Signal wires by layer:
Scale: 4 px per µm.
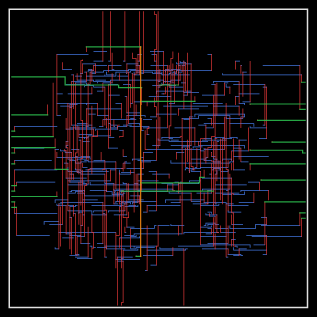
Routing congestion:
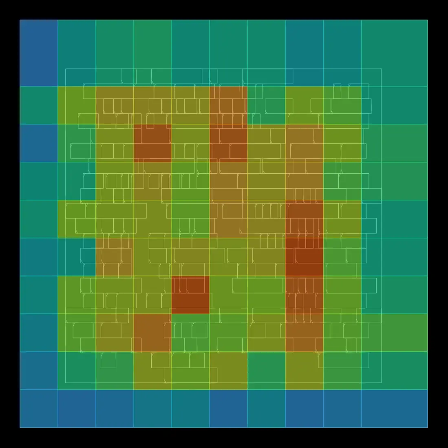
Register map, names as in the netlist:
Scale: 6 px per µm. Other sequential cells in the stronger grey, the rest of the logic in the fainter grey.
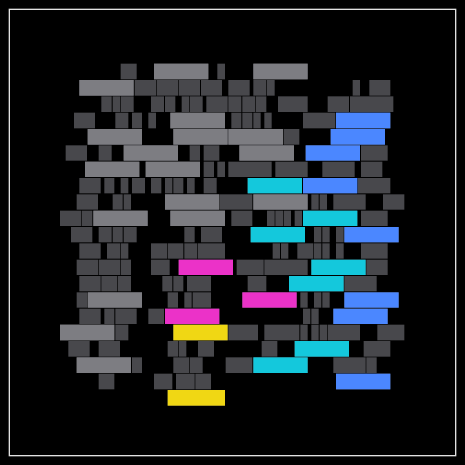
<file path="src/rtl/serial_adder_pkg.sv">
// serial_adder_pkg
//   Shared definitions for the bit-serial adder:
//     state_e          FSM state encoding (IDLE, RUN, DONE)
//     DEFAULT_WIDTH    default operand width
//     cnt_width()      bit counter width, never less than one bit
//   Optional feature macro used by the top: SERIAL_ADDER_SUB_EN.
package serial_adder_pkg;

    typedef enum logic [1:0] {
        S_IDLE = 2'd0,
        S_RUN  = 2'd1,
        S_DONE = 2'd2
    } state_e;

    localparam int DEFAULT_WIDTH = 8;

    // The counter has to reach WIDTH-1, so $clog2(WIDTH) bits suffice;
    // WIDTH=1 would give zero bits, so clamp to one.
    function automatic int cnt_width(input int w);
        return (w <= 2) ? 1 : $clog2(w);
    endfunction

endpackage

</file>
<file path="src/rtl/serial_adder_fa_cell.sv">
// fa_cell
//   Single-bit full adder: the per-bit datapath of the serial adder.
//   Ports:
//     a, b  in   operand bits
//     c     in   carry in
//     s     out  sum bit
//     co    out  carry out (majority of a, b, c)
module fa_cell (
    input  logic a,
    input  logic b,
    input  logic c,
    output logic s,
    output logic co
);

    assign s  = a ^ b ^ c;
    assign co = (a & b) | (a & c) | (b & c);

endmodule

</file>
<file path="src/rtl/serial_adder.sv">
// serial_adder
//   Bit-serial adder: one full-adder cell plus a carry flop iterated over
//   WIDTH cycles under a start/done handshake.
//   Handshake: start is taken only in IDLE or DONE (the "accepting edge");
//   operands, cin (and sub) are sampled on that edge. busy is high for the
//   WIDTH RUN cycles, done pulses for one cycle when sum/cout update. A start
//   seen during RUN is dropped, not queued.
//   Parameters:
//     WIDTH      operand/result width, 1..64
//   Ports:
//     clk        in   rising-edge clock
//     rst        in   asynchronous active-high reset
//     start      in   operation request
//     a, b       in   operands [WIDTH-1:0]
//     cin        in   carry in
//     sub        in   subtract select (only with SERIAL_ADDER_SUB_EN)
//     busy       out  high while in RUN
//     done       out  one-cycle completion pulse
//     sum        out  registered result [WIDTH-1:0], held until next completion
//     cout       out  registered final carry, held with sum
//     dbg_state  out  current FSM state, for observation only
//   Macro: SERIAL_ADDER_SUB_EN adds the sub port; sub=1 computes a - b and
//   cout=1 then means "no borrow".
module serial_adder
    import serial_adder_pkg::*;
#(
    parameter int WIDTH = DEFAULT_WIDTH
) (
    input  logic             clk,
    input  logic             rst,
    input  logic             start,
    input  logic [WIDTH-1:0] a,
    input  logic [WIDTH-1:0] b,
    input  logic             cin,
`ifdef SERIAL_ADDER_SUB_EN
    input  logic             sub,
`endif
    output logic             busy,
    output logic             done,
    output logic [WIDTH-1:0] sum,
    output logic             cout,
    output state_e           dbg_state
);

    localparam int             CW   = cnt_width(WIDTH);
    localparam logic [CW-1:0]  LAST = CW'(WIDTH - 1);

    state_e           state_q,  state_d;
    logic [WIDTH-1:0] a_sh_q,   a_sh_d;
    logic [WIDTH-1:0] b_sh_q,   b_sh_d;
    logic [WIDTH-1:0] res_sh_q, res_sh_d;
    logic [WIDTH-1:0] sum_q,    sum_d;
    logic             c_q,      c_d;
    logic             cout_q,   cout_d;
    logic [CW-1:0]    cnt_q,    cnt_d;

    logic fa_s;
    logic fa_co;
    logic accept;
    logic sub_sel;

`ifdef SERIAL_ADDER_SUB_EN
    assign sub_sel = sub;
`else
    assign sub_sel = 1'b0;
`endif

    fa_cell u_fa (
        .a  (a_sh_q[0]),
        .b  (b_sh_q[0]),
        .c  (c_q),
        .s  (fa_s),
        .co (fa_co)
    );

    always_comb begin
        state_d  = state_q;
        a_sh_d   = a_sh_q;
        b_sh_d   = b_sh_q;
        res_sh_d = res_sh_q;
        sum_d    = sum_q;
        c_d      = c_q;
        cout_d   = cout_q;
        cnt_d    = cnt_q;
        accept   = 1'b0;

        unique case (state_q)
            S_IDLE: begin
                if (start) accept = 1'b1;
            end
            S_RUN: begin
                a_sh_d   = a_sh_q >> 1;
                b_sh_d   = b_sh_q >> 1;
                // New sum bit enters at the MSB so that after WIDTH shifts
                // bit 0 of the result sits at bit 0.
                res_sh_d = res_sh_q >> 1;
                res_sh_d[WIDTH-1] = fa_s;
                c_d      = fa_co;
                cnt_d    = cnt_q + CW'(1);
                if (cnt_q == LAST) begin
                    state_d = S_DONE;
                    sum_d   = res_sh_d;
                    cout_d  = fa_co;
                end
            end
            S_DONE: begin
                if (start) accept  = 1'b1;
                else       state_d = S_IDLE;
            end
            default: state_d = S_IDLE;
        endcase

        if (accept) begin
            state_d = S_RUN;
            a_sh_d  = a;
            // Subtraction is a + ~b + 1: invert b on load, force carry to 1.
            b_sh_d  = sub_sel ? ~b : b;
            c_d     = sub_sel ? 1'b1 : cin;
            cnt_d   = '0;
        end
    end

    always_ff @(posedge clk or posedge rst) begin
        if (rst) begin
            state_q  <= S_IDLE;
            a_sh_q   <= '0;
            b_sh_q   <= '0;
            res_sh_q <= '0;
            sum_q    <= '0;
            c_q      <= 1'b0;
            cout_q   <= 1'b0;
            cnt_q    <= '0;
        end else begin
            state_q  <= state_d;
            a_sh_q   <= a_sh_d;
            b_sh_q   <= b_sh_d;
            res_sh_q <= res_sh_d;
            sum_q    <= sum_d;
            c_q      <= c_d;
            cout_q   <= cout_d;
            cnt_q    <= cnt_d;
        end
    end

    assign busy      = (state_q == S_RUN);
    assign done      = (state_q == S_DONE);
    assign sum       = sum_q;
    assign cout      = cout_q;
    assign dbg_state = state_q;

endmodule

</file>
<file path="config.mk">
export PLATFORM = sky130hd
export DESIGN_NAME = serial_adder
export DESIGN_NICKNAME = d
export VERILOG_FILES = /design/src/rtl/serial_adder_pkg.sv /design/src/rtl/serial_adder_fa_cell.sv /design/src/rtl/serial_adder.sv
export SDC_FILE = /design/constraint.sdc
export NUM_CORES = 1
export LEC_CHECK = 0
export ABC_CLOCK_PERIOD_IN_PS = 1900
export CAP_MARGIN = 20
export CORE_MARGIN = 8
export CORE_UTILIZATION = 50
export DETAILED_ROUTE_END_ITERATION = 12
export PLACE_DENSITY = 0.78
export SLEW_MARGIN = 20
export SYNTH_ARGS = -nofsm -noshare
export SYNTH_HDL_FRONTEND = slang
export SYNTH_SLANG_ARGS = --single-unit
</file>
<file path="constraint.sdc">
create_clock -name clk -period 1.9 [get_ports clk]
set_clock_uncertainty 0.2 [all_clocks]
set_input_delay 0.38 -clock clk [delete_from_list [all_inputs] [get_ports clk]]
set_output_delay 0.38 -clock clk [all_outputs]
set_load 0.01 [all_outputs]
</file>
==> impl_metrics.json <==
{
  "ys_sh_mux_pct": 11.0,
  "fillers": 269,
  "status": "finished, final reports clean",
  "cp-end-kind": "output port",
  "clockPowerShare_pct": 13.0,
  "cts_made_buffers": 5,
  "grt_pass1_vias": 1194,
  "logic_family": "AND-OR/OR-AND gates",
  "regArea_um2": 952,
  "synthTopCellsByArea": "dfrtp_1 56%, mux2_4 8.0%, o22ai_1 4.8%",
  "ff2ff_path_depth": 4,
  "top_cells_by_count": "38 x dfrtp_1, 21 x nand2_1, 15 x a21oi_1, 15 x inv_1, 13 x o22ai_1",
  "max_freq_ghz": 0.546,
  "grt_max_degree": 39,
  "clkCellAreaFrac_pct": 2.81,
  "route.detailed.drc": 0,
  "ys_sh_adder_pct": 2.66,
  "cp-endpoint": "sum[5]",
  "synth_area_um2": 1690,
  "fp.dieH_um": 74.2,
  "ys_cells": 148,
  "top_area_cell": "dfrtp_1",
  "vias": 1210,
  "final-setup-viol-count": 0,
  "die_area_um2": 5500,
  "min_period_ps": 1830,
  "timing.final.crit_share_pct": 96.3,
  "flop_cell": "dfrtp_1",
  "synthAoiAreaFrac_pct": 12.4,
  "clk_pin_slew_worst_paths_ps": 100,
  "logic_gates": 85,
  "start_kind": "flip-flop",
  "power_switching_share_pct": 36.5,
  "intPower_mw": 2.13,
  "arrival_ps": 1250,
  "relSlewSlack_pct": 84.0,
  "p_sw_mw": 1.22,
  "report.power.total_mw": 3.36,
  "std_cell_rows": 21,
  "cpPeakStageDelay_ps": 550,
  "pin_count": 33,
  "dpl_worst_slack_ps": 105,
  "ctsHoldBuffers": 0,
  "required_ps": 1320,
  "synth.top_cell.area_share_pct": 56.2,
  "seq_cells": 38,
  "via_per_inst": 5.22,
  "final_nets": 208,
  "met3WireLength_um": 246,
  "nNonClkBuffers": 39,
  "most_common_cell": "dfrtp_1",
  "path_depth": 1,
  "wl_per_cell_um": 14.8,
  "synth_flops": 38,
  "n_tap_cell": 46,
  "ys_area_um2": 1690,
  "ant_nets": 0,
  "synth.avg_cell_area_um2": 11.4,
  "hp-class": "in -> async",
  "power_frac_seq_pct": 42.9,
  "dp.cells": 223,
  "edf_count": 0,
  "nonClkBufAreaFrac_pct": 18.4,
  "lay_top_count": "dfrtp_1",
  "grt.met2_usage_pct": 22.1,
  "crit_path_start": "sum[5]",
  "critPathTopFamily": "buffers and inverters",
  "fin_ws_ps": 69.8,
  "grt_usage_pct": 13.6,
  "reg2reg_to": "sum[4]",
  "placed_cell_area_um2": 2060,
  "ys_seq_share_pct": 56.2
}
About 'signal wires by layer':
Orange is metal 4, wire length 52.4 µm. Green is metal 3, wire length 246 µm. Blue is metal 1, wire length 1,480 µm. Red is metal 2, wire length 1,670 µm.

About 'routing congestion':
final core utilization: 65.2%
GRT Max-Usage Layer: met2
M1 GR Usage: 15.6%

About 'register map, names as in the netlist':
Yellow is `dbg_state`, flops 2. Blue is `sum`, flops 8. Magenta is `cnt_q`, flops 3. Cyan is `res_sh_q`, flops 7.

